**config.mk**
```make
export PLATFORM = sky130hd
export DESIGN_NAME = seq_decoder
export DESIGN_NICKNAME = d
export VERILOG_FILES = /design/src/rtl/jac_pkg.sv /design/src/rtl/ret_stack.sv /design/src/rtl/seq_decoder.sv
export SDC_FILE = /design/constraint.sdc
export NUM_CORES = 1
export LEC_CHECK = 0
export ABC_CLOCK_PERIOD_IN_PS = 4500
export CORE_MARGIN = 10
export CORE_UTILIZATION = 56
export CTS_BUF_LIST = sky130_fd_sc_hd__clkbuf_2
export DETAILED_ROUTE_END_ITERATION = 12
export HOLD_SLACK_MARGIN = 0.06
export PLACE_DENSITY_LB_ADDON = 0.05
export SYNTH_ARGS = -nofsm -noshare
export SYNTH_HDL_FRONTEND = slang
export SYNTH_SLANG_ARGS = --single-unit
```
**constraint.sdc**
```tcl
create_clock -name clk -period 4.5 [get_ports clk]
set_clock_uncertainty 0.1 [all_clocks]
set_input_delay 0.675 -clock clk [delete_from_list [all_inputs] [get_ports clk]]
set_output_delay 0.675 -clock clk [all_outputs]
set_load 0.01 [all_outputs]
```
**src/rtl/jac_pkg.sv**
```systemverilog
// Shared encodings for the Jac1-8 instruction set: opcodes, status bit indices,
// register-input mux codes, instruction field positions and decoder FSM states.
package jac_pkg;

    localparam int OPC_WIDTH   = 5;
    localparam int OPC_LSB     = 11;
    localparam int OP1_LSB     = 8;
    localparam int OP2_LSB     = 3;
    localparam int PARAM_LSB   = 0;
    localparam int PARAM_WIDTH = 8;

    localparam logic [OPC_WIDTH-1:0] OP_NOP  = 5'b00000;
    localparam logic [OPC_WIDTH-1:0] OP_ADD  = 5'b00001;
    localparam logic [OPC_WIDTH-1:0] OP_SUB  = 5'b00010;
    localparam logic [OPC_WIDTH-1:0] OP_AND  = 5'b00011;
    localparam logic [OPC_WIDTH-1:0] OP_OR   = 5'b00100;
    localparam logic [OPC_WIDTH-1:0] OP_XOR  = 5'b00101;
    localparam logic [OPC_WIDTH-1:0] OP_NOT  = 5'b00110;
    localparam logic [OPC_WIDTH-1:0] OP_SHL  = 5'b00111;
    localparam logic [OPC_WIDTH-1:0] OP_SHR  = 5'b01000;
    localparam logic [OPC_WIDTH-1:0] OP_VAL  = 5'b01001;
    localparam logic [OPC_WIDTH-1:0] OP_CMPR = 5'b01010;
    localparam logic [OPC_WIDTH-1:0] OP_GOTO = 5'b10000;
    localparam logic [OPC_WIDTH-1:0] OP_IFZ  = 5'b10001;
    localparam logic [OPC_WIDTH-1:0] OP_IFNZ = 5'b10010;
    localparam logic [OPC_WIDTH-1:0] OP_IFEQ = 5'b10011;
    localparam logic [OPC_WIDTH-1:0] OP_IFST = 5'b10100;
    localparam logic [OPC_WIDTH-1:0] OP_IFGT = 5'b10101;
    localparam logic [OPC_WIDTH-1:0] OP_CALL = 5'b10110;
    localparam logic [OPC_WIDTH-1:0] OP_RET  = 5'b10111;

    localparam int ST_CARRY     = 0;
    localparam int ST_UNDERFLOW = 1;
    localparam int ST_ZERO      = 2;
    localparam int ST_EQUAL     = 3;
    localparam int ST_GREATER   = 4;
    localparam int ST_SMALLER   = 5;

    localparam logic SEL_DECODER = 1'b0;
    localparam logic SEL_ALU     = 1'b1;

    typedef enum logic [1:0] {S_IDLE, S_ISSUE, S_STALL} state_t;

endpackage

```
**src/rtl/ret_stack.sv**
```systemverilog
// Return-address stack for CALL/RET. Push on full and pop on empty are ignored;
// top is only meaningful while the stack is not empty.
module ret_stack #(
    parameter int DEPTH = 4,
    parameter int WIDTH = 8
) (
    input  logic             clk,
    input  logic             reset,
    input  logic             push,
    input  logic             pop,
    input  logic [WIDTH-1:0] push_data,
    output logic             full,
    output logic             empty,
    output logic [WIDTH-1:0] top
);
    localparam int AW = $clog2(DEPTH);
    localparam logic [AW:0] DEPTH_V = DEPTH[AW:0];
    localparam logic [AW:0] ONE     = 1;

    logic [WIDTH-1:0] mem [DEPTH];
    logic [AW:0]      sp;
    logic [AW:0]      sp_dec;

    assign sp_dec = sp - ONE;
    assign full   = (sp == DEPTH_V);
    assign empty  = (sp == '0);
    assign top    = mem[sp_dec[AW-1:0]];

    always_ff @(posedge clk) begin
        if (reset) begin
            sp <= '0;
        end else if (push && !full) begin
            mem[sp[AW-1:0]] <= push_data;
            sp              <= sp + ONE;
        end else if (pop && !empty) begin
            sp <= sp_dec;
        end
    end
endmodule

```
**src/rtl/seq_decoder.sv**
```systemverilog
// Registered, handshaked Jac1-8 decoder with CALL/RET support. One instruction per
// accept; strobes pulse in the following (ISSUE) cycle, selects hold until the next accept.
module seq_decoder
    import jac_pkg::*;
#(
    parameter int DATA_WIDTH  = 8,
    parameter int SEL_WIDTH   = 2,
    parameter int PC_WIDTH    = 8,
    parameter int INSTR_WIDTH = 16,
    parameter int NUM_STATUS  = 6,
    parameter int STACK_DEPTH = 4
) (
    input  logic                   clk,
    input  logic                   reset,
    input  logic [INSTR_WIDTH-1:0] instr,
    input  logic                   instr_valid,
    output logic                   instr_ready,
    input  logic [NUM_STATUS-1:0]  status,
    input  logic [PC_WIDTH-1:0]    pc_in,
    input  logic                   ex_busy,
    output logic [OPC_WIDTH-1:0]   opcode,
    output logic [DATA_WIDTH-1:0]  param,
    output logic [PC_WIDTH-1:0]    literal_adr,
    output logic [SEL_WIDTH-1:0]   rd_sel1,
    output logic [SEL_WIDTH-1:0]   rd_sel2,
    output logic                   rd_en1,
    output logic                   rd_en2,
    output logic                   wr_en,
    output logic [SEL_WIDTH-1:0]   wr_sel,
    output logic                   sel_reg_in_alu_decoder,
    output logic                   stat_wr_en,
    output logic                   cnt_wr_en,
    output logic                   add_offset,
    output logic                   stack_err
);
    state_t state, state_next;
    logic   accept;

    logic [OPC_WIDTH-1:0]   d_opc;
    logic [PARAM_WIDTH-1:0] d_param8;
    logic [SEL_WIDTH-1:0]   op1, op2;
    logic [SEL_WIDTH-1:0]   d_rd_sel1, d_rd_sel2;
    logic                   d_rd_en1, d_rd_en2, d_wr_en, d_sel, d_stat, d_cnt, d_add;
    logic                   d_push, d_pop, d_err;
    logic [PC_WIDTH-1:0]    d_lit;

    logic                   stk_full, stk_empty;
    logic [PC_WIDTH-1:0]    stk_top;
    logic                   unused_bits;

    assign d_opc    = instr[OPC_LSB +: OPC_WIDTH];
    assign d_param8 = instr[PARAM_LSB +: PARAM_WIDTH];
    assign op1      = instr[OP1_LSB +: SEL_WIDTH];
    assign op2      = instr[OP2_LSB +: SEL_WIDTH];
    assign unused_bits = ^{instr, status};

    always_ff @(posedge clk) begin
        if (reset) state <= S_IDLE;
        else       state <= state_next;
    end

    always_comb begin
        state_next = state;
        unique case (state)
            S_IDLE:  if (accept) state_next = S_ISSUE;
            S_ISSUE: state_next = ex_busy ? S_STALL : S_IDLE;
            S_STALL: if (!ex_busy) state_next = S_IDLE;
            default: state_next = S_IDLE;
        endcase
    end

    always_comb begin
        instr_ready = (state == S_IDLE);
        accept      = instr_valid && instr_ready;
    end

    // Decode straight from the input word; the output register then acts as the capture stage.
    always_comb begin
        d_rd_en1  = 1'b0;
        d_rd_en2  = 1'b0;
        d_rd_sel1 = '0;
        d_rd_sel2 = '0;
        d_wr_en   = 1'b0;
        d_sel     = SEL_DECODER;
        d_stat    = 1'b0;
        d_cnt     = 1'b0;
        d_add     = 1'b0;
        d_push    = 1'b0;
        d_pop     = 1'b0;
        d_err     = 1'b0;
        d_lit     = PC_WIDTH'(d_param8);
        case (d_opc)
            OP_ADD, OP_SUB, OP_AND, OP_OR, OP_XOR: begin
                d_rd_en1 = 1'b1; d_rd_sel1 = op1;
                d_rd_en2 = 1'b1; d_rd_sel2 = op2;
                d_sel = SEL_ALU; d_wr_en = 1'b1; d_stat = 1'b1;
            end
            OP_NOT: begin
                d_rd_en2 = 1'b1; d_rd_sel2 = op2;
                d_sel = SEL_ALU; d_wr_en = 1'b1; d_stat = 1'b1;
            end
            OP_SHL, OP_SHR: begin
                d_rd_en1 = 1'b1; d_rd_sel1 = op1;
                d_sel = SEL_ALU; d_wr_en = 1'b1; d_stat = 1'b1;
            end
            OP_VAL:  d_wr_en = 1'b1;
            OP_CMPR: begin
                d_rd_en1 = 1'b1; d_rd_sel1 = op1;
                d_rd_en2 = 1'b1; d_rd_sel2 = op2;
                d_sel = SEL_ALU; d_stat = 1'b1;
            end
            OP_GOTO: d_cnt = 1'b1;
            OP_IFZ:  begin d_cnt = status[ST_ZERO];     d_add = d_cnt; end
            OP_IFNZ: begin d_cnt = !status[ST_ZERO];    d_add = d_cnt; end
            OP_IFEQ: begin d_cnt = status[ST_EQUAL];    d_add = d_cnt; end
            OP_IFST: begin d_cnt = status[ST_SMALLER];  d_add = d_cnt; end
            OP_IFGT: begin d_cnt = status[ST_GREATER];  d_add = d_cnt; end
            OP_CALL: begin
                d_push = !stk_full;
                d_cnt  = !stk_full;
                d_err  = stk_full;
            end
            OP_RET: begin
                d_pop = !stk_empty;
                d_cnt = !stk_empty;
                d_err = stk_empty;
                d_lit = stk_empty ? '0 : stk_top;
            end
            default: ;
        endcase
    end

    ret_stack #(
        .DEPTH (STACK_DEPTH),
        .WIDTH (PC_WIDTH)
    ) u_ret_stack (
        .clk       (clk),
        .reset     (reset),
        .push      (accept && d_push),
        .pop       (accept && d_pop),
        .push_data (pc_in + PC_WIDTH'(1)),
        .full      (stk_full),
        .empty     (stk_empty),
        .top       (stk_top)
    );

    always_ff @(posedge clk) begin
        if (reset) begin
            opcode                 <= '0;
            param                  <= '0;
            literal_adr            <= '0;
            rd_sel1                <= '0;
            rd_sel2                <= '0;
            rd_en1                 <= 1'b0;
            rd_en2                 <= 1'b0;
            wr_sel                 <= '0;
            sel_reg_in_alu_decoder <= 1'b0;
            wr_en                  <= 1'b0;
            stat_wr_en             <= 1'b0;
            cnt_wr_en              <= 1'b0;
            add_offset             <= 1'b0;
            stack_err              <= 1'b0;
        end else begin
            wr_en      <= 1'b0;
            stat_wr_en <= 1'b0;
            cnt_wr_en  <= 1'b0;
            add_offset <= 1'b0;
            if (accept) begin
                opcode                 <= d_opc;
                param                  <= DATA_WIDTH'(d_param8);
                literal_adr            <= d_lit;
                rd_sel1                <= d_rd_sel1;
                rd_sel2                <= d_rd_sel2;
                rd_en1                 <= d_rd_en1;
                rd_en2                 <= d_rd_en2;
                wr_sel                 <= op1;
                sel_reg_in_alu_decoder <= d_sel;
                wr_en                  <= d_wr_en;
                stat_wr_en             <= d_stat;
                cnt_wr_en              <= d_cnt;
                add_offset             <= d_add;
                if (d_err) stack_err <= 1'b1;
            end
        end
    end
endmodule

```
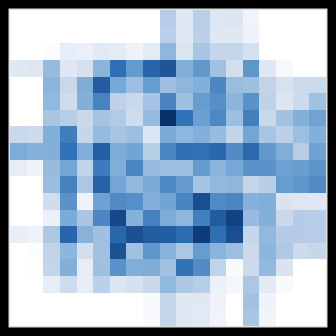
**Above:** run 1 (signal metal coverage by tile).
The die is cut into 19 by 19 equal tiles; white is low, dark blue is high, scaled to the fullest tile. Values are wire area over tile area, all layers added.
The fullest tile reaches 0.39. The mean over all tiles is 0.12. 23% of the tiles are over half the peak.

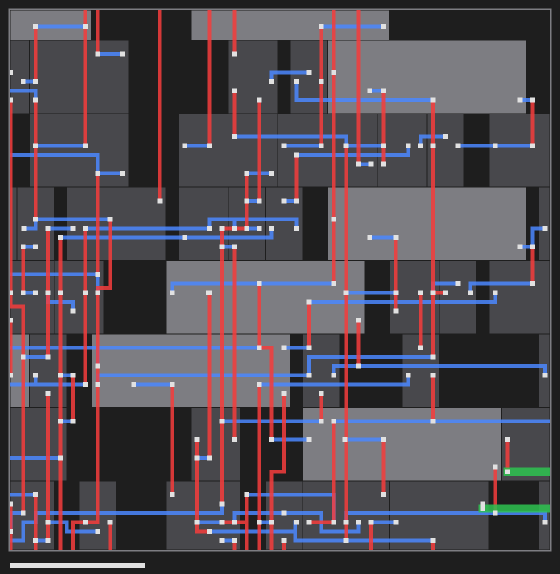
**Above:** run 1 (zoomed window).
Scale bar: 5 µm. Window x 60 to 80, y 60 to 80 µm. Cells in grey, sequential cells in the stronger grey; small squares are vias.
Key: red = met2; blue = met1; green = met3
36 logic cells have their middle in the window. Most frequent: nand2_1 (11), clkdlybuf4s50_1 (9), a21oi_1 (6). Sequential cells in the window: 5.

==> CHANGELOG.md, run 1 <==
### Changed

- Die Span Y: 93.69 µm
- Post-Syn Nets: 302
- Num CTS Buffers: 9
- Pleak: between 1 and 1.5 nW
- Worst r2r dst: u_ret_stack.mem[2][4]$_DFFE_PP_
- Fillers: 392
- P_sw: 0.3066 mW
- I/O Pins: approximately 70
- R2R setup slack: 1.76 ns
- Hold endpoint: rd_en2$_SDFFE_PP0N_
- Pint: 0.8558 mW
- Top logic family: simple AND/OR/NAND/NOR gates
- Latency at later pin: 0.47 ns
- NonClk Buf Share: 17.76%
- Max-cap violations: 0
- Most numerous logic cell after layout: clkdlybuf4s50_1
- Reg area: between 1500 and 2000 µm²
- Area reported by Yosys stat: 3040 µm²
- Post-DP HPWL: 4.913 mm
- Final slew viol count: 0
- Die Span X: around 94 µm
- Global-route wire length before repair: 10.79 mm
- Yosys top cell by instances: dfxtp_1
- Total gr overflow: 0
- Met1 wire length: 2.838 mm
- Worst reg2reg path startpoint: u_ret_stack.sp[0]$_SDFFE_PP0P_
- CP Max Fanout: 12
- Final setup violating endpoints: 0
- Count of tool warnings: 33
- Top area cell types: edfxtp_1, dfxtp_1, mux4_2
- Non-CTS buffers: 68
- Max FFs per register: 32
- GRT Util Overall: 15.72%
- DR top layer: met4
- Critical path class: reg2reg
- Setup WS post-layout: 1.760 ns
- Clk buf depth: 2
- Via density: 5.441
- Largest net degree at the start of global routing: 34
- Std cell rows: 26
- Arrival time of the worst setup path: approximately 2.8 ns
- Slew @ Worst Pin: 0.9534 ns
- Final Hold Viols: 0
- CTS root buf: clkbuf_2
- Clock share of power: 24.8%
- Seq cells: between 70 and 80
- Avg WL per Cell: 16.85 µm
- Synth warnings: 0
- H-tree depth: 3
- Combinational power share: 13.8%
- TAP cells: 70
- Slowest cell on the critical path: dfxtp_1
- Count of non-CTS inverters in the layout: 4
- CP delay by family, top: flip-flops
- Initial antenna violation count: 0
- Leading area contributor after synthesis: edfxtp_1
- Vias in the first global route: between 2000 and 2500
- Post-synth top cells: dfxtp_1, nand2_1, edfxtp_1, a21oi_1, nor2_1
- CTS tree: done
- Aoi share: 11.85%
- GP Congestion: 0.7858
- Post-synthesis cell area: 3040 µm²
- Share of power burned in registers: approximately 61%
- Buf/Inv on CP: 1
- Slowest cell delay on critical path: 0.81 ns
- Pwr per Cell Area: a little over 300 nW/µm²
- Hold_sp: rd_en2$_SDFFE_PP0N_
- Run status: completed
- Fraction of area in multi-input gates: 30.95%
- Hold depth: 2
- Commonest flop: dfxtp_1
- Post-synthesis sequential area ratio: 57.94%
- Diode count: 0
- Hold_buf cts: 0
- Clock Sinks: 72
- Synth top area share: a little under a third
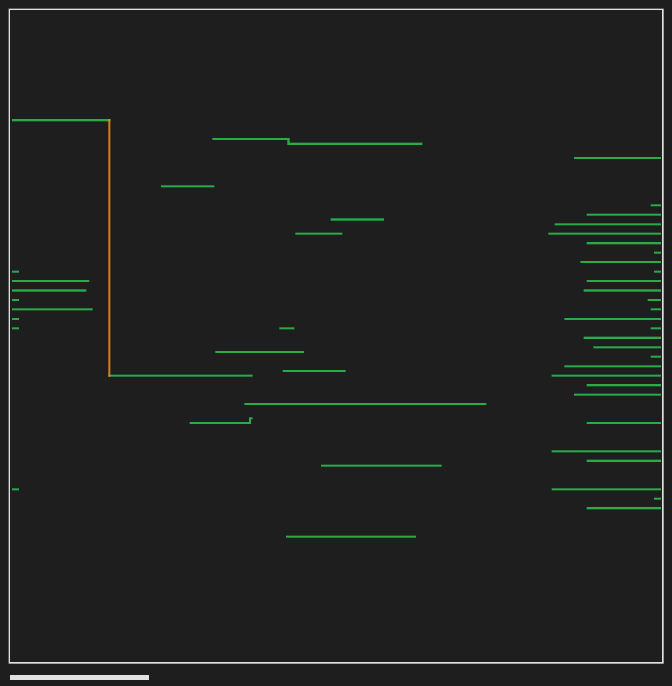
**Above:** run 1 (signal wires by layer).
Scale bar: 20 µm. Only two layers are drawn.
Key: orange = met4 [wire length 36.7 µm]; green = met3 [wire length 476 µm]

run 1: stage by stage:
stage               util [%]  hold slack [ns]  cells  total power, mW
detailed placement     71.87           0.3455    383           0.8894
CTS                    73.54           0.3692    399            1.174
finish                 73.54           0.3664    399            1.162
global route           73.54           0.3928    399            1.229
floorplan                  -           0.3761    262           0.8057
global placement       71.87           0.3405    383           0.8852
run 1: how the worst max path moves through the flow:
| stage | endpoint | slack, ns | cells after the start |
|---|---|---|---|
| 2_1_floorplan | u_ret_stack.mem[1][0]$_DFFE_PP_ | 2.33 | 4 |
| 5_1_grt | u_ret_stack.mem[2][4]$_DFFE_PP_ | 1.49 | 4 |
| 6_report | u_ret_stack.mem[2][4]$_DFFE_PP_ | 1.76 | 4 |
| 3_5_place_dp | u_ret_stack.mem[2][5]$_DFFE_PP_ | 1.39 | 4 |
| 3_3_place_gp | u_ret_stack.mem[2][5]$_DFFE_PP_ | 1.42 | 4 |
| 4_1_cts | u_ret_stack.mem[2][4]$_DFFE_PP_ | 1.71 | 4 |
run 1: power groups by stage:
stage	Combinational, mW	Clock (mW)	Sequential, mW
4_1_cts	0.163	0.298	0.713
3_3_place_gp	0.159	0	0.726
5_1_grt	0.176	0.337	0.716
3_5_place_dp	0.162	0	0.727
2_1_floorplan	0.0708	0	0.735
6_report	0.161	0.289	0.713
run 1: per-layer routing:
| metal | vias up | GRT usage [%] |
|---|---|---|
| li1 | 1076 | - |
| met4 | 0 | 5.823 |
| met2 | 64 | 24.37 |
| met5 | - | 0 |
| met1 | 1029 | 19.89 |
| met3 | 2 | 5.276 |
run 1: worst min-delay path: cells and delay by family (launching register included):
family	cells	cell delay, ns
DFF	1	0.35
and+or+nand+nor	1	0.05
AOI/OAI and AO/OA	1	0.05
==> run 2: changes to the inputs <==
- ABC_CLOCK_PERIOD_IN_PS: 4500 -> 2900
- CORE_UTILIZATION: 56 -> 52
- clock period: 4.5 -> 2.9 ns (I/O delays scaled with it)
==> run 2 against run 1 <==
Non-clock buffer count is 9 higher; synthesized area is the same; combinational power grew 61%; power rose by 64%; clock-buffer cell count unchanged; design area up 2.4%; sequential share of layout area shrank 1.1 points; die area grew 6.0%.
==> CHANGELOG.md, run 2 <==
### Changed

- GRT Util Overall: 15.48% (-0.24 points)
- Num CTS Buffers: 9 (unchanged)
- Leading area contributor after synthesis: edfxtp_1
- DR WL met2: 3.391 mm
- Post-synth top cells: dfxtp_1, nand2_1, edfxtp_1, a21oi_1, nor2_1
- DR DRC count: 0
- Largest net degree at the start of global routing: 33 (-2.9%)
- Final Hold Viols: 0 (unchanged)
- Most numerous logic cell after layout: clkdlybuf4s50_1
- Setup WS post-layout: 0.6879 ns (-1.072 ns)
- Initial antenna violation count: 0 (unchanged)
- Minimum hold slack: 0.3653 ns (-0.001094 ns)
- CP delay by family, top: simple AND/OR/NAND/NOR gates
- Global-route wire length before repair: 11.08 mm (+2.7%)
- Arrival time of the worst setup path: 2.25 ns (-0.53 ns)
- Vias in the first global route: 2240 (+6.7%)
- Via density: 5.412 (-0.53%)
- Total gr overflow: 0 (unchanged)
- Die Span Y: 96.47 µm (+3.0%)
- Area reported by Yosys stat: 3040 µm² (unchanged)
- Post-synthesis cell area: 3040 µm² (unchanged)
- Yosys top cell by instances: dfxtp_1
- Synth warnings: 0 (unchanged)
- Slowest cell on the critical path: and3_1
- DR top layer: met4
- Layout Utilization: 69.90% (-3.6 points)
- Worst hold path type: reg2reg
- I/O Pins: 70 (unchanged)
- Gr busiest metal: met2
- Met2 GRT Util: 25.17% (+0.80 points)
- Clk buf depth: 2 (unchanged)
- Pleak: 1.407 nW (+4.4%)
- Commonest flop: dfxtp_1
- Slew @ Worst Pin: 0.5718 ns (-0.3816 ns)
- Share of power burned in registers: 58.0% (-3.3 points)
- Latency at later pin: 0.48 ns (about the same)
- Critical path class: reg2reg
- Max-cap violations: 0 (unchanged)
- CTS tree: done
- Die ar.: 9306 µm²
- Clock share of power: 28.3% (+3.5 points)
- Hold_buf cts: 0 (unchanged)
- Fillers: 432 (+10%)
- Avg WL per Cell: 16.99 µm (+0.79%)
- Top area cell types: edfxtp_1, dfxtp_1, mux4_2
- Seq cells post-synth: 72
- Final slew viol count: 0 (unchanged)
- Clock Sinks: 72 (unchanged)
- Global-route met3 utilization: 3.855% (-1.4 points)
- Count of tool warnings: 33 (unchanged)
- Std cell rows: 27 (+3.8%)
- Post-Syn Nets: 302 (unchanged)
- Non-filler cells, final: 410 (+2.8%)
- Slowest cell delay on critical path: 0.50 ns (-0.31 ns)
- Worst-path cell chain: inv_1 -> ha_1 -> a211oi_2 -> and3_1
- Metal3 WL: 441 µm
- Max FFs per register: 32 (unchanged)
- P_sw: 0.4833 mW (+58%)
- Diode count: 0 (unchanged)
- Cell count after placement: 394 (+2.9%)
- Pwr per Cell Area: 489.6 nW/µm² (+60%)
- Combinational power share: 13.6% (-0.2 points)
- H-tree depth: 3 (unchanged)
- Pint: 1.424 mW (+66%)
- Design Power: 1.907 mW (+64%)
- GP Congestion: 0.7658 (-2.5%)
- Share of the clock period used by the worst path: 76.28%
- Die Span X: 96.47 µm (+3.0%)
- Post-DP HPWL: 5.144 mm (+4.7%)
- Final setup violating endpoints: 0 (unchanged)
- Share of layout cells above drive strength 1: 12.72%
- Met1 wire length: 3.056 mm (+7.7%)
- Post-synthesis sequential area ratio: 57.94% (unchanged)
- Ys async rst share: 0%
- CP Max Fanout: 8 (-4)
- Reg area: 1762 µm² (unchanged)
- Run status: completed
- Synth top area share: 31.60% (unchanged)
- Buf/Inv on CP: 1 (unchanged)
- CTS root buf: clkbuf_2
run 2: cell counts after synthesis:
Identical to the previous run, type by type.
run 2: worst min-delay path: stages (launching register included):
cell and delay (ns):
dfxtp_1 0.35, nand2_1 0.05, a21oi_1 0.05
run 2: logic make-up after synthesis:
group	count (synthesis)	share of synthesized area, %
XOR/XNOR	10	2.881
flip-flops	72	57.94
buffers and inverters	21	3.333
adder cells (fa/ha/maj)	6	2.469
multiplexers	13	7.654
AND-OR/OR-AND	52	11.85
AND/OR/NAND/NOR	88	13.87
run 2: area by class of cell:
type | instances | area share (%)
well taps | 72 | 2.312
repair buffers | 77 | 19.08
flip-flops and latches | 72 | 45.22
inverters | 4 | 0.3854
clock buffers | 10 | 1.285
clock inverters | 6 | 1.509
multi-input cells | 169 | 30.22
run 2: power by group through the flow:
| stage | registers (mW) | logic [mW] | clock network (mW) |
|---|---|---|---|
| floorplan | 1.14 | 0.110 | 0 |
| global placement | 1.13 | 0.257 | 0 |
| detailed placement | 1.13 | 0.261 | 0 |
| CTS | 1.11 | 0.262 | 0.553 |
| global route | 1.11 | 0.285 | 0.596 |
| finish | 1.11 | 0.260 | 0.540 |
run 2: path summary, 6_finish.rpt:
kind	to	depth (start not counted)	slack, ns	start
min	opcode[0]$_SDFFE_PP0N_	2	0.37	opcode[0]$_SDFFE_PP0N_
min reg2reg	opcode[0]$_SDFFE_PP0N_	2	0.37	opcode[0]$_SDFFE_PP0N_
max reg2reg	u_ret_stack.mem[2][2]$_DFFE_PP_	4	0.69	u_ret_stack.sp[1]$_SDFFE_PP0P_
max	u_ret_stack.mem[2][2]$_DFFE_PP_	4	0.69	u_ret_stack.sp[1]$_SDFFE_PP0P_
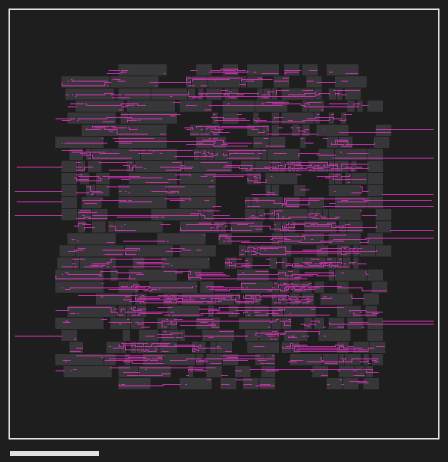
**Above:** run 2 (metal 1).
Scale bar: 20 µm. Cells faint in the background.
The wires run mostly horizontal. 333 nets have wire on it. The longest straight run is 28.5 µm. The layer holds 44% of the routed length.
met1 Usage GRT: 19.28%
wirelength, routed: 6.964 mm
total vias in the final route: 2219

Power figures rest on the tool's default switching activity, not on a simulated workload.
